===== src/rtl/mem_port_arbiter.sv =====
// Arbitrates the single memory port between instruction fetch (IF) and data memory (DM).
// Each access runs IDLE -> BUSY -> RESP. Grants alternate under contention, and a timeout aborts a stalled access.
module mem_port_arbiter #(
    parameter int DATA_W  = 32,
    parameter int ADDR_W  = 32,
    parameter int TIMEOUT = 15
) (
    input  logic              clk,
    input  logic              rst_n,
    input  logic              if_req,
    input  logic [ADDR_W-1:0] if_addr,
    output logic              if_done,
    output logic [DATA_W-1:0] if_rdata,
    input  logic              dm_req,
    input  logic              dm_we,
    input  logic [ADDR_W-1:0] dm_addr,
    input  logic [DATA_W-1:0] dm_wdata,
    output logic              dm_done,
    output logic [DATA_W-1:0] dm_rdata,
    output logic              err,
    output logic              sel,
    output logic              mem_en,
    output logic              mem_we,
    output logic [ADDR_W-1:0] mem_addr,
    output logic [DATA_W-1:0] mem_wdata,
    input  logic [DATA_W-1:0] mem_rdata,
    input  logic              mem_ack,
    output logic [1:0]        fsm_state
);

    typedef enum logic [1:0] {
        IDLE = 2'd0,
        BUSY = 2'd1,
        RESP = 2'd2
    } state_t;

    localparam logic [7:0] CNT_LAST = 8'(TIMEOUT - 1);

    state_t     state, nxt_state;
    logic       nxt_sel;
    logic       last_dm, nxt_last_dm;
    logic [7:0] cnt, nxt_cnt;
    logic       abort, nxt_abort;
    logic       grant_dm;

    // Handshake: a requester holds req high until it sees its one-cycle done pulse,
    // then drops req the next cycle; req is only sampled in IDLE, and sel identifies the owner.
    always_ff @(posedge clk or negedge rst_n) begin
        if (!rst_n) begin
            state   <= IDLE;
            sel     <= 1'b0;
            last_dm <= 1'b0;
            cnt     <= '0;
            abort   <= 1'b0;
        end else begin
            state   <= nxt_state;
            sel     <= nxt_sel;
            last_dm <= nxt_last_dm;
            cnt     <= nxt_cnt;
            abort   <= nxt_abort;
        end
    end

    // DM wins a tie unless it also won the previous grant.
    assign grant_dm = dm_req && (!if_req || !last_dm);

    always_comb begin
        nxt_state   = state;
        nxt_sel     = sel;
        nxt_last_dm = last_dm;
        nxt_cnt     = cnt;
        nxt_abort   = abort;
        unique case (state)
            IDLE: begin
                if (if_req || dm_req) begin
                    nxt_sel     = grant_dm;
                    nxt_last_dm = grant_dm;
                    nxt_cnt     = '0;
                    nxt_state   = BUSY;
                end
            end
            BUSY: begin
                if (mem_ack) begin
                    nxt_state = RESP;
                end else if (cnt == CNT_LAST) begin
                    nxt_abort = 1'b1;
                    nxt_state = RESP;
                end else begin
                    nxt_cnt = cnt + 8'd1;
                end
            end
            RESP: begin
                nxt_abort = 1'b0;
                nxt_state = IDLE;
            end
            default: nxt_state = IDLE;
        endcase
    end

    // Read data lands only in the owner's register; an aborted access leaves it untouched.
    always_ff @(posedge clk or negedge rst_n) begin
        if (!rst_n) begin
            if_rdata <= '0;
            dm_rdata <= '0;
        end else if (state == BUSY && mem_ack) begin
            if (sel) dm_rdata <= mem_rdata;
            else     if_rdata <= mem_rdata;
        end
    end

    assign mem_en    = (state == BUSY);
    assign mem_we    = (state == BUSY) && sel && dm_we;
    assign mem_addr  = sel ? dm_addr : if_addr;
    assign mem_wdata = sel ? dm_wdata : '0;
    assign if_done   = (state == RESP) && !sel;
    assign dm_done   = (state == RESP) && sel;
    assign err       = (state == RESP) && abort;
    assign fsm_state = state;

endmodule

===== config.mk =====
export PLATFORM = sky130hd
export DESIGN_NAME = mem_port_arbiter
export DESIGN_NICKNAME = d
export VERILOG_FILES = /design/src/rtl/mem_port_arbiter.sv
export SDC_FILE = /design/constraint.sdc
export NUM_CORES = 1
export LEC_CHECK = 0
export ABC_AREA = 1
export ABC_CLOCK_PERIOD_IN_PS = 1600
export CAP_MARGIN = 40
export CORE_ASPECT_RATIO = 0.75
export CORE_UTILIZATION = 35
export DETAILED_ROUTE_END_ITERATION = 10
export PLACE_DENSITY = 0.81
export SYNTH_ARGS = -nofsm -noshare
export SYNTH_HDL_FRONTEND = slang
export SYNTH_SLANG_ARGS = --single-unit

===== constraint.sdc =====
create_clock -name clk -period 1.6 [get_ports clk]
set_input_delay 0.32 -clock clk [delete_from_list [all_inputs] [get_ports clk]]
set_output_delay 0.32 -clock clk [all_outputs]
set_load 0.05 [all_outputs]

==> reports/metrics.cfg <==
[outcome]
status=finished, violations left
violations=negative setup slack

[synth]
synth.avg_cell_area_um2=7.40
async_flop_share_pct=100
ys_seq_share_pct=50.4
syn_area_mm2=0.00378
syn_nets=646
simple_gate_area_share_pct=26.9
ys_cells=510
ys_types=22
muxShareOfSynthArea_pct=0
synth_flop_count=76
ys_sh_xor_pct=0
synth-main-ff-cell=dfrtp_1
synth-area-yosys_mm2=0.00378
postSynthCellCount=510
yosysWarnings=0

[cells_and_area]
fillers=694
stdcell_area_mm2=0.00779
final_cell_mix=146 x nand2_1, 132 x clkdlybuf4s50_1, 78 x nand2_2
antenna_cells=0

[critical_path]
crit_cells=5
timing.rr.start=cnt[0]$_DFFE_PN0P_
r2r_end=cnt[7]$_DFFE_PN0P_
crit_fanout=16
cpPeakStageDelay_ns=0.47
critPathTopFamily=flip-flops
arrival_ns=1.39
required_ns=1.28
crit_end=mem_addr[22]
endpoint_kind=output port
worst-path-buf-inv=3
startpoint_type=register

[power]
p_total_uw=17800
power_leakage_uw=0.00365
p_switching_uw=9280
clock_power_share_pct=11.2
share_seq_of_total_power_pct=18.8

[global_routing]
use_met1_pct=30.3
grt-busiest-layer=met2
grt_antenna_before_repair=0
grt_max_degree=57
grt-ovfl-total=0
grt_first_pass_wirelength_um=21100
grtUsageTotal_pct=24.5

[clocking]
clkSlewWorstSetupHoldPaths_ns=0.05
clock_path_buffers=2
cts_tree=yes
worstSkewPairLatency_ns=0.33
cts_sinks=76
root_buffer=clkbuf_16
numCtsBuffers=9

[detailed_routing]
drtIter0Drc=153
met1_length_um=5650
top_layer_used=met4
antenna_left=0
drc=0
dr.pass1.iters=4
dr_wl_met3_um=871

[timing]
setup_viol=67
fmax_mhz=583
finalHoldViolations=0
relSlewSlack_pct=75.9
finalWorstSetupSlack_ns=-0.115
worst_pin_slew_ns=0.362

[placed_design]
post-place-cells=902
place_hpwl_um=10100

[die]
core_mm2=0.0104
die.size.x_um=122
chipArea_mm2=0.0112

[hold_path]
worstHoldPathType=in2async

[job]
max-cap-violations=0

[flip-flops by register name, indices dropped and copies added, names as in the netlist]
name and count:
abort 1, cnt 8, if_rdata 32, last_dm 1
fsm_state 2, dm_rdata 32
[metrics by stage]
| stage | TNS (ns) | setup slack, ns |
|---|---|---|
| after global routing | -9.74 | -0.187 |
| final | -5.50 | -0.115 |
| after floorplan | -0.216 | -0.108 |
| after CTS | -5.91 | -0.132 |
| after global placement | 0 | 0.0281 |
| after detailed placement | -0.531 | -0.0438 |
[what timing repair did]
item	in CTS	in global routing
resized	73	26
setup endpoints to repair	69	69
cloned	1	0
pin swaps	2	2
hold buffers	1	0
endpoints found under the hold margin	25	0
setup buffers	5	0
[area by class of cell]
cell class              count  area (um^2)  share of cell area [%]
repair buffers            287         3330                    42.7
flip-flops and latches     76         1900                    24.4
multi-input cells         332         1670                    21.5
inverters                  78          423                    5.43
clock buffers              13          250                    3.21
well taps                 136          170                    2.18
clock inverters             3         46.3                   0.594
[power groups by stage]
stage / registers, uW / clock network [uW] / logic, uW
2_1_floorplan: 5910 / 0 / 4750
3_3_place_gp: 3300 / 0 / 11300
3_5_place_dp: 3310 / 0 / 11500
4_1_cts: 3330 / 2040 / 12300
5_1_grt: 3430 / 2120 / 13000
6_report: 3330 / 1990 / 12400
[synthesized netlist by cell type (2+ instances only)]
master,n,area (um^2)
nand2_1,217,815
dfrtp_1,76,1900
inv_1,74,278
o21ai_1,64,320
buf_2,16,80.1
nor2_1,14,52.6
clkbuf_1,7,26.3
nand2_2,7,43.8
nand3_1,6,30.0
o21ai_2,6,52.6
o21ai_0,5,25.0
inv_2,4,15.0
nor2_4,3,33.8
a21oi_1,2,10.0
ha_1,2,25.0
io_fan.png
Drawn at 4 px/um.
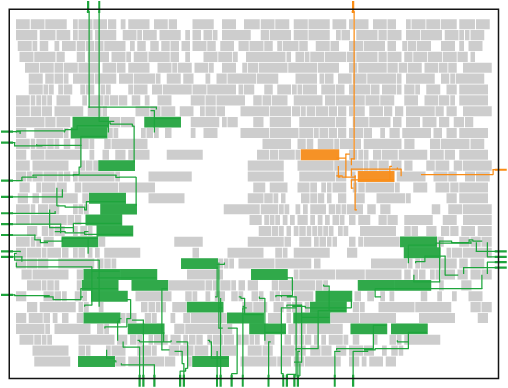
[`dm_rdata`] green | direction: output | edge: 16 bottom, 10 left, 4 right, 2 top | end cells: 32 | buffers: 32 | wire: 1,060 um
[`fsm_state`] orange | direction: output | edge: 1 top, 1 right | end cells: 2 | buffers: 4 | wire: 119 um
number of I/O port buffers: 269
num ports: 270

clk_routes.png
Drawn at 4 px/um.
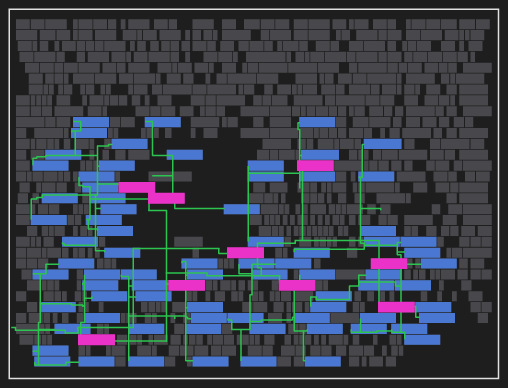
[flip-flops] blue | count: 76
[clock drivers] magenta | count: 9
[clock wires] green | length: 911 um
routed clock nets: 10

metal_density.png
Drawn at 3 px/um. 24 x 18 tiles, from white (low) to dark blue (high), scaled to the fullest tile. Values are wire area over tile area, all layers added.
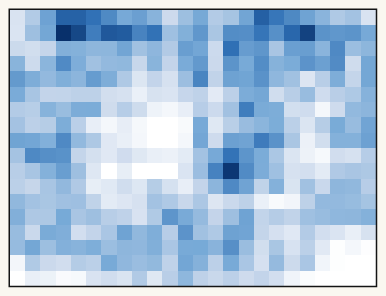
fullest tile: 0.55
nearly empty tiles: 4.2%
mean over tiles: 0.20
emptiest ninth of the die: lower right
tiles over half the peak: 22%
wirelength, routed: 13,600 um
Via Count: 4,279

logic_types.png
Drawn at 3 px/um.
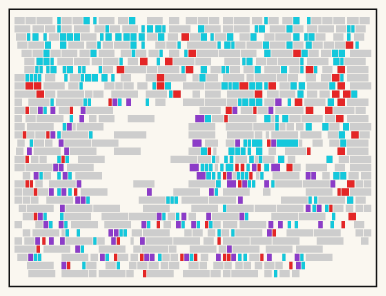
[nand cells] cyan | cells: 234 | most used: nand2_1 | where: spread over the die
[aoi and oai cells] purple | cells: 78 | most used: o21ai_1
[inv cells] red | cells: 78 | most used: inv_1 | where: spread over the die
non-filler instance count after layout: 925
dominant logic cell type in the layout: nand2_1

congestion.png
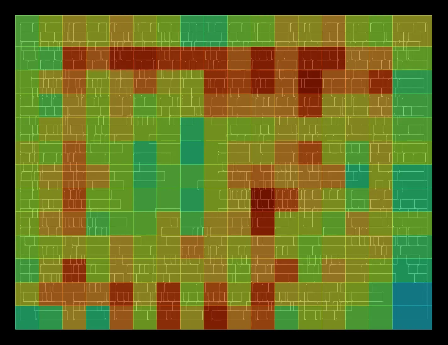
M2 GR Usage: 41.1%
met3 Usage GRT: 6.22%

